[config.mk]
export PLATFORM = sky130hd
export DESIGN_NAME = bcd_display_scheduler_flat
export DESIGN_NICKNAME = d
export VERILOG_FILES = /design/src/rtl/bcd_display_scheduler_pkg.sv /design/src/rtl/bcd_display_scheduler_if.sv /design/src/rtl/bcd_display_scheduler_seg7_decoder.sv /design/src/rtl/bcd_display_scheduler.sv /design/src/flat_wrapper.sv
export SDC_FILE = /design/constraint.sdc
export NUM_CORES = 1
export LEC_CHECK = 0
export ABC_CLOCK_PERIOD_IN_PS = 2000
export CELL_PAD_IN_SITES_DETAIL_PLACEMENT = 1
export CELL_PAD_IN_SITES_GLOBAL_PLACEMENT = 1
export CORE_MARGIN = 1
export CORE_UTILIZATION = 40
export CTS_BUF_LIST = sky130_fd_sc_hd__clkbuf_8
export CTS_CLUSTER_DIAMETER = 50
export DETAILED_ROUTE_END_ITERATION = 8
export GPL_TIMING_DRIVEN = 0
export PLACE_DENSITY = 0.84
export SLEW_MARGIN = 5
export SYNTH_ARGS = -nofsm -noshare
export SYNTH_HDL_FRONTEND = slang
export SYNTH_HIERARCHICAL = 1
export SYNTH_SLANG_ARGS = --single-unit
[constraint.sdc]
create_clock -name clk -period 2 [get_ports clk]
set_clock_uncertainty 0.15 [all_clocks]
set_input_delay 0.2 -clock clk [delete_from_list [all_inputs] [get_ports clk]]
set_output_delay 0.2 -clock clk [all_outputs]
set_load 0.01 [all_outputs]
[src/rtl/bcd_display_scheduler_pkg.sv]
// Shared types and constants for the multiplexed BCD display scheduler:
// conversion state encoding, active-low segment codes and the display limit.
package bcd_disp_pkg;

  typedef enum logic [1:0] {
    ST_IDLE   = 2'd0,
    ST_SHIFT  = 2'd1,
    ST_COMMIT = 2'd2
  } conv_state_e;

  // Segment order {g,f,e,d,c,b,a}, active-low
  localparam logic [6:0] SEG_DIGIT [0:9] = '{
    7'b1000000, 7'b1111001, 7'b0100100, 7'b0110000, 7'b0011001,
    7'b0010010, 7'b0000010, 7'b1111000, 7'b0000000, 7'b0010000
  };
  localparam logic [6:0] SEG_BLANK = 7'h7F;
  localparam logic [6:0] SEG_DASH  = 7'b0111111;

  localparam int MAX_DISPLAY = 9999;

endpackage

[src/rtl/bcd_display_scheduler_if.sv]
// Bundle between the datapath/board side and the display scheduler.
interface bcd_display_scheduler_if #(
  parameter int DATA_W = 14
);
  // load is a one-cycle strobe, accepted only while busy is low; an accepted
  // load raises busy on the next cycle until the new digits are committed.
  // A load seen while busy is dropped, never queued.
  logic              load;
  logic [DATA_W-1:0] value;
  logic              busy;
  logic              overflow;
  logic [1:0]        sel;
  logic [3:0]        an;
  logic [6:0]        seg;
  logic [1:0]        state;

  modport master (
    output load, value,
    input  busy, overflow, sel, an, seg, state
  );

  modport slave (
    input  load, value,
    output busy, overflow, sel, an, seg, state
  );

endinterface

[src/rtl/bcd_display_scheduler_seg7_decoder.sv]
// Combinational BCD nibble to active-low 7-segment code; non-BCD nibbles go dark.
module seg7_decoder
  import bcd_disp_pkg::*;
(
  input  logic [3:0] bcd_i,
  output logic [6:0] seg_o
);

  always_comb begin
    seg_o = SEG_BLANK;
    case (bcd_i)
      4'd0:    seg_o = SEG_DIGIT[0];
      4'd1:    seg_o = SEG_DIGIT[1];
      4'd2:    seg_o = SEG_DIGIT[2];
      4'd3:    seg_o = SEG_DIGIT[3];
      4'd4:    seg_o = SEG_DIGIT[4];
      4'd5:    seg_o = SEG_DIGIT[5];
      4'd6:    seg_o = SEG_DIGIT[6];
      4'd7:    seg_o = SEG_DIGIT[7];
      4'd8:    seg_o = SEG_DIGIT[8];
      4'd9:    seg_o = SEG_DIGIT[9];
      default: seg_o = SEG_BLANK;
    endcase
  end

endmodule

[src/rtl/bcd_display_scheduler.sv]
// Serial shift-add-3 binary to BCD converter feeding a four-digit multiplexed
// 7-segment display with leading-zero blanking and overflow dashes.
module bcd_display_scheduler
  import bcd_disp_pkg::*;
#(
  parameter int DATA_W   = 14,
  parameter int SCAN_DIV = 50000
) (
  input  logic                     clk,
  input  logic                     reset,
  bcd_display_scheduler_if.slave   bus
);

  localparam logic [1:0] IDLE   = 2'(ST_IDLE);
  localparam logic [1:0] SHIFT  = 2'(ST_SHIFT);
  localparam logic [1:0] COMMIT = 2'(ST_COMMIT);

  localparam int CNT_W = $clog2(DATA_W + 1);
  localparam int PS_W  = (SCAN_DIV > 2) ? $clog2(SCAN_DIV) : 1;

  logic [1:0]        state_q, state_d;
  logic [DATA_W-1:0] bin_q, bin_d;
  logic [15:0]       bcd_q, bcd_d;
  logic [15:0]       bcd_adj;
  logic [CNT_W-1:0]  cnt_q, cnt_d;
  logic              ovf_pend_q, ovf_pend_d;
  logic [15:0]       digits_q, digits_d;
  logic              overflow_q, overflow_d;
  logic [PS_W-1:0]   presc_q, presc_d;
  logic [1:0]        sel_q, sel_d;

  logic [DATA_W+15:0] value_ext;
  logic [3:0]         blank;
  logic [3:0]         digit_mux;
  logic [6:0]         digit_seg;

  assign value_ext = {16'b0, bus.value};

  // Add-3 correction on every nibble that would reach 10 or more after the shift
  always_comb begin
    bcd_adj = bcd_q;
    for (int i = 0; i < 4; i++) begin
      if (bcd_q[4*i +: 4] >= 4'd5) bcd_adj[4*i +: 4] = bcd_q[4*i +: 4] + 4'd3;
    end
  end

  always_comb begin
    state_d    = state_q;
    bin_d      = bin_q;
    bcd_d      = bcd_q;
    cnt_d      = cnt_q;
    ovf_pend_d = ovf_pend_q;
    digits_d   = digits_q;
    overflow_d = overflow_q;
    case (state_q)
      IDLE: begin
        if (bus.load) begin
          bin_d      = bus.value;
          bcd_d      = '0;
          cnt_d      = '0;
          ovf_pend_d = value_ext > (DATA_W+16)'(MAX_DISPLAY);
          state_d    = SHIFT;
        end
      end
      SHIFT: begin
        {bcd_d, bin_d} = {bcd_adj, bin_q} << 1;
        cnt_d          = cnt_q + 1'b1;
        if (cnt_q == CNT_W'(DATA_W - 1)) state_d = COMMIT;
      end
      COMMIT: begin
        digits_d   = bcd_q;
        overflow_d = ovf_pend_q;
        state_d    = IDLE;
      end
      default: state_d = IDLE;
    endcase
  end

  // Scan prescaler runs freely, independent of the converter
  always_comb begin
    presc_d = presc_q + 1'b1;
    sel_d   = sel_q;
    if (presc_q == PS_W'(SCAN_DIV - 1)) begin
      presc_d = '0;
      sel_d   = sel_q + 2'd1;
    end
  end

  always_ff @(posedge clk) begin
    if (reset) begin
      state_q    <= IDLE;
      bin_q      <= '0;
      bcd_q      <= '0;
      cnt_q      <= '0;
      ovf_pend_q <= 1'b0;
      digits_q   <= '0;
      overflow_q <= 1'b0;
      presc_q    <= '0;
      sel_q      <= 2'd0;
    end else begin
      state_q    <= state_d;
      bin_q      <= bin_d;
      bcd_q      <= bcd_d;
      cnt_q      <= cnt_d;
      ovf_pend_q <= ovf_pend_d;
      digits_q   <= digits_d;
      overflow_q <= overflow_d;
      presc_q    <= presc_d;
      sel_q      <= sel_d;
    end
  end

  // A slot is blank when it and every more significant digit are zero
  always_comb begin
    blank    = 4'b0000;
    blank[3] = (digits_q[15:12] == 4'd0);
    blank[2] = blank[3] && (digits_q[11:8] == 4'd0);
    blank[1] = blank[2] && (digits_q[7:4] == 4'd0);
  end

  assign digit_mux = digits_q[4*sel_q +: 4];

  seg7_decoder u_seg7_decoder (
    .bcd_i (digit_mux),
    .seg_o (digit_seg)
  );

  always_comb begin
    bus.an  = ~(4'b0001 << sel_q);
    bus.seg = digit_seg;
    if (overflow_q) begin
      bus.seg = SEG_DASH;
    end else if (blank[sel_q]) begin
      bus.an  = 4'b1111;
      bus.seg = SEG_BLANK;
    end
  end

  assign bus.busy     = (state_q != IDLE);
  assign bus.overflow = overflow_q;
  assign bus.sel      = sel_q;
  assign bus.state    = state_q;

endmodule

[src/flat_wrapper.sv]
// flat-port wrapper written by rule: the top's interface ports become plain ports
module bcd_display_scheduler_flat import bcd_disp_pkg::*;
#(
  parameter int DATA_W   = 14,
  parameter int SCAN_DIV = 50000
)
  (clk, reset, bus_load, bus_value, bus_busy, bus_overflow, bus_sel, bus_an, bus_seg, bus_state);
  bcd_display_scheduler_if #(.DATA_W(DATA_W)) bus_i ();
  input  logic clk;
  input  logic reset;
  input wire logic [$bits(bus_i.load)-1:0] bus_load;
  input wire logic [$bits(bus_i.value)-1:0] bus_value;
  output wire logic [$bits(bus_i.busy)-1:0] bus_busy;
  output wire logic [$bits(bus_i.overflow)-1:0] bus_overflow;
  output wire logic [$bits(bus_i.sel)-1:0] bus_sel;
  output wire logic [$bits(bus_i.an)-1:0] bus_an;
  output wire logic [$bits(bus_i.seg)-1:0] bus_seg;
  output wire logic [$bits(bus_i.state)-1:0] bus_state;
  assign bus_i.load = bus_load;
  assign bus_i.value = bus_value;
  assign bus_busy = bus_i.busy;
  assign bus_overflow = bus_i.overflow;
  assign bus_sel = bus_i.sel;
  assign bus_an = bus_i.an;
  assign bus_seg = bus_i.seg;
  assign bus_state = bus_i.state;
  bcd_display_scheduler #(.DATA_W(DATA_W), .SCAN_DIV(SCAN_DIV)) u_core (.clk(clk), .reset(reset), .bus(bus_i));
endmodule
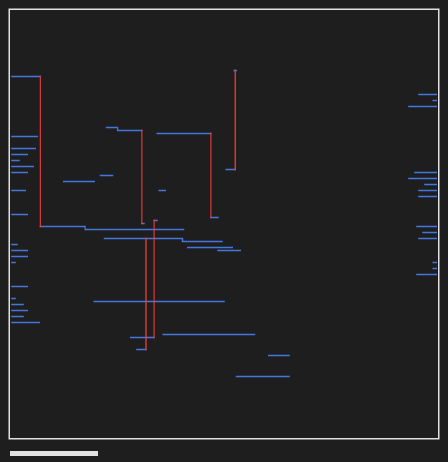
Run 1: metal layers overlaid
Bar = 20 microns. Two of the layers only.
M3 -> blue  # wire length 301 microns
M4 -> red  # wire length 148 microns
per-cell routed wire length: 15.8 microns
routed vias: 3,226

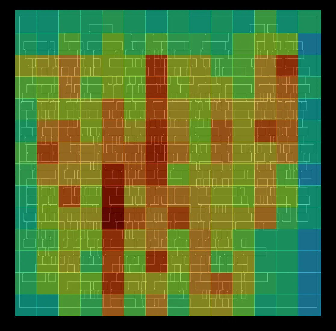
Run 1: congestion heat map
gr usage total: 0.204
grt met3 use: 0.0260
grt peak-use layer: met2
met1 Use GR: 0.228

==> ci_impl_report.md, run 1 <==
## PnR job results

| Metric | Value |
|---|---|
| Synth mux share | `0.0419` |
| Post-synth top flop | `dfxtp_1` |
| Drt pass-1 iters | `4` |
| Vias in the first global route | `3,352` |
| Dpl hpwl | `6730 microns` |
| Final wirelength | `9460 microns` |
| Switch share | `0.220` |
| Max frequency | `384 MHz` |
| Failing checks | `negative setup slack` |
| XOR/XNOR Area Share | `0.0509` |
| Status | `complete, but fails checks` |
| Seq group | `1490 uW` |
| Fraction of area in multi-input gates | `0.463` |
| FP Util | `0.414` |
| Endpoints failing setup | `10` |
| Peak VDD IR | `439 uV` |
| Leading area contributor after synthesis | `dfxtp_1` |
| Final WS setup | `-0.603 ns` |
| Die area | `9410 sq um` |
| Cell area leaders | `dfxtp_1 40%, ha_1 6.9%, nor2_1 6.1%` |
| Clock share of power | `0.454` |
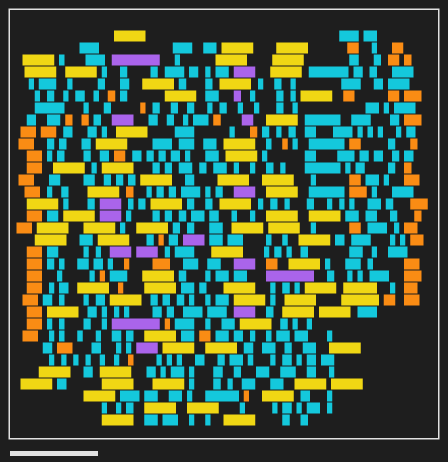
Run 1: placed cells, one color a class
Bar = 20 microns.
remaining buffers and delay cells -> orange  # cells 61, share of their area 11%
registers -> yellow  # cells 72, share of their area 33%
clock drivers and dummy loads -> purple  # cells 16, share of their area 5.9%
remaining logic cells -> cyan  # cells 342, share of their area 50%
Final Cell Area: 4460 sq um
sequential fraction of total cell area: 0.325

run 1: state kept, by name (all words and copies together) (netlist names):
signal	flops
u_core/presc_q	16
u_core/bus.overflow	1
u_core/cnt_q	4
u_core/bin_q	14
u_core/bcd_q	16
u_core/ovf_pend_q	1
u_core/bus.sel	2
u_core/digits_q	16
u_core/bus.state	2
run 1: worst max-delay path, stage by stage (launching register included):
cell	delay [ns]
dfxtp_4	0.41
mux4_2	0.59
ha_4	0.18
or2_1	0.23
a21oi_2	0.16
nor2_1	0.07
nand2b_4	0.13
buf_6	0.13
run 1: synth_stat cells (2+ instances only):
cell and count:
nand2_1 52, a22o_1 8, nand2b_1 17, clkbuf_1 10, nor3_1 9, nand3_1 15, dfxtp_1 72, or4_1 2
xnor2_1 17, xor2_1 4, nand4_1 5, nor2b_1 2, nor2_1 59, a21oi_1 44, buf_6 2, mux2i_1 5
nor4_1 12, mux4_2 4, or3b_1 2, buf_2 7, a31oi_1 2, inv_1 21, or3_1 4, a22oi_1 5
buf_4 2, o21ai_0 13, or2_2 2, ha_1 20
run 1: per-layer routing:
layer | up-vias | track usage
li1 | 1590 | -
met1 | 1561 | 0.228
met2 | 63 | 0.380
met3 | 12 | 0.0260
met4 | 0 | 0.0953
met5 | - | 0
run 1: final timing paths:
kind | start | endpoint | slack (ns) | cells past startpoint
max | u_core/bus.sel[0]$_SDFFE_PP0N_ | bus_seg[0] | -0.60 | 7
max reg2reg | u_core/presc_q[0]$_SDFF_PP0_ | u_core/presc_q[9]$_SDFF_PP0_ | 0.17 | 7
min | bus_value[0] | u_core/bin_q[0]$_SDFFE_PP0P_ | 0.26 | 3
min reg2reg | u_core/digits_q[2]$_SDFFE_PP0N_ | u_core/digits_q[2]$_SDFFE_PP0N_ | 0.31 | 2
==> run 2: changes to the inputs <==
Settings changed: CAP_MARGIN set to 20, RECOVER_POWER set to 100.
==> ci_impl_report.md, run 2 <==
## PnR job results

| Metric | Value |
|---|---|
| Status | `complete, but fails checks` |
| Failing checks | `negative setup slack` |
| Worst Path Max Fanout | `6` |
| Gr usage total | `0.204 (unchanged)` |
| Drt pass-1 iters | `4 (unchanged)` |
| Endpoints failing setup | `19 (+9)` |
| Synth warn | `6` |
| Final WS setup | `-0.604 ns (-0.00156 ns)` |
| Hold Path Stages | `3 (unchanged)` |
| Setup crit start kind | `flop` |
| Static leakage | `0.00168 uW` |
| Per-cell routed wire length | `15.9 microns (+0.40%)` |
| Clk latency late pin | `0.34 ns` |
| Iter 0 DRT Violations | `122` |
| Die area | `9410 sq um (unchanged)` |
| Dpl hpwl | `6730 microns (unchanged)` |
| Clock share of power | `0.455 (about the same)` |
| Placed cells | `575` |
| Regs by FF count | `u_core/bcd_q: 16 flops, u_core/digits_q: 16 flops, u_core/presc_q: 16 flops` |
| Most frequent cell after synthesis | `dfxtp_1` |
| Reg2Reg Depth | `7 (unchanged)` |
| Endpoint class of the critical path | `output pin` |
| Final Cell Area | `4430 sq um (-0.51%)` |
| Flops after synth | `72` |
| Routed vias | `3,215 (-0.34%)` |
| Final ANT Viol Nets | `0` |
| Internal | `2450 uW` |
| Most numerous logic cells after layout | `70 x dfxtp_1, 58 x nor2_1, 52 x nand2_1` |
| Seq group | `1490 uW (about the same)` |
| Max frequency | `384 MHz (about the same)` |
| Power share of the sequential group | `0.476` |
| Vias in the first global route | `3,352 (unchanged)` |
| Cell area leaders | `dfxtp_1 40%, ha_1 6.9%, nor2_1 6.1%` |
| Leading area contributor after synthesis | `dfxtp_1` |
| Peak VDD IR | `441 uV (+0.29%)` |
| Final wirelength | `9500 microns (+0.40%)` |
| Initial antenna violation count | `0` |
| Switch share | `0.221 (+0.000739)` |
| Grt total ovfl | `0` |
| FP Util | `0.414 (unchanged)` |
| Post-synth top flop | `dfxtp_1` |
==> run 2: cell counts after synthesis <==
No cell type changed its count.
==> run 2: logic make-up after synthesis <==
kind of cell	after synthesis	synth area share
xor gates and xnor gates	21	0.0509
adders and majority gates	20	0.0693
buffers and inverters	42	0.0523
AOI/OAI and AO/OA	77	0.123
muxes	10	0.0419
DFF	72	0.399
and+or+nand+nor	193	0.263
==> run 2: critical path, cell delays in order (launching register included) <==
cell and delay [ns]:
dfxtp_4 0.41, mux4_2 0.59, ha_4 0.18, or2_1 0.23
a21oi_2 0.16, nor2_1 0.07, nand2b_4 0.13, buf_6 0.13
==> run 2: what timing repair did <==
| item | 4_1_cts | 5_1_grt |
|---|---|---|
| pin swaps | 5 | 4 |
| resized | 43 | 11 |
| buffers inserted | 7 | 3 |
| setup endpoints to repair | 21 | 22 |
==> run 2: metal layers <==
metal  vias to the layer above  global-route usage
met5                         -                   0
met4                         0              0.0953
met3                        12              0.0260
met2                        66               0.380
met1                      1550               0.228
li1                       1587                   -
==> run 2: final timing paths <==
path,start,to,slack [ns]
setup / recovery,u_core/bus.sel[0]$_SDFFE_PP0N_,bus_seg[0],-0.60
hold / removal,bus_value[0],u_core/bin_q[0]$_SDFFE_PP0P_,0.26
setup reg to reg,u_core/presc_q[0]$_SDFF_PP0_,u_core/presc_q[9]$_SDFF_PP0_,-0.01
hold reg to reg,u_core/digits_q[2]$_SDFFE_PP0N_,u_core/digits_q[2]$_SDFFE_PP0N_,0.31
==> run 2: cell type report <==
cell class,instances,area [sq um]
clock buffer,11,151
timing repair buffer,42,374
sequential,72,1450
buffer,19,93.8
multi-input combinational,321,2050
clock inverter,5,103
tap,108,135
fill,1065,4290
inverter,21,78.8
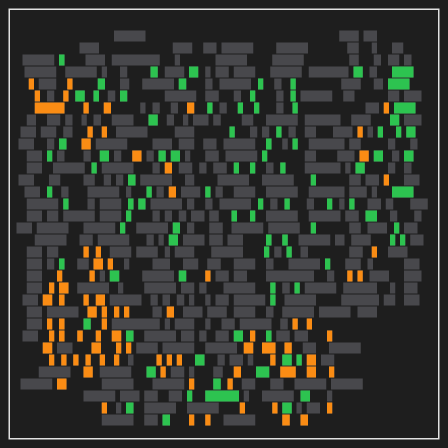
Run 2: gate-type map
nor cells -> orange  # cells 86, where widely spread
nand cells -> green  # cells 93, where widely spread
Finished Layout Cells: 599
dominant logic cell type in the layout: dfxtp_1
fraction of area in multi-input gates: 0.463

Power figures rest on the tool's default switching activity, not on a simulated workload.
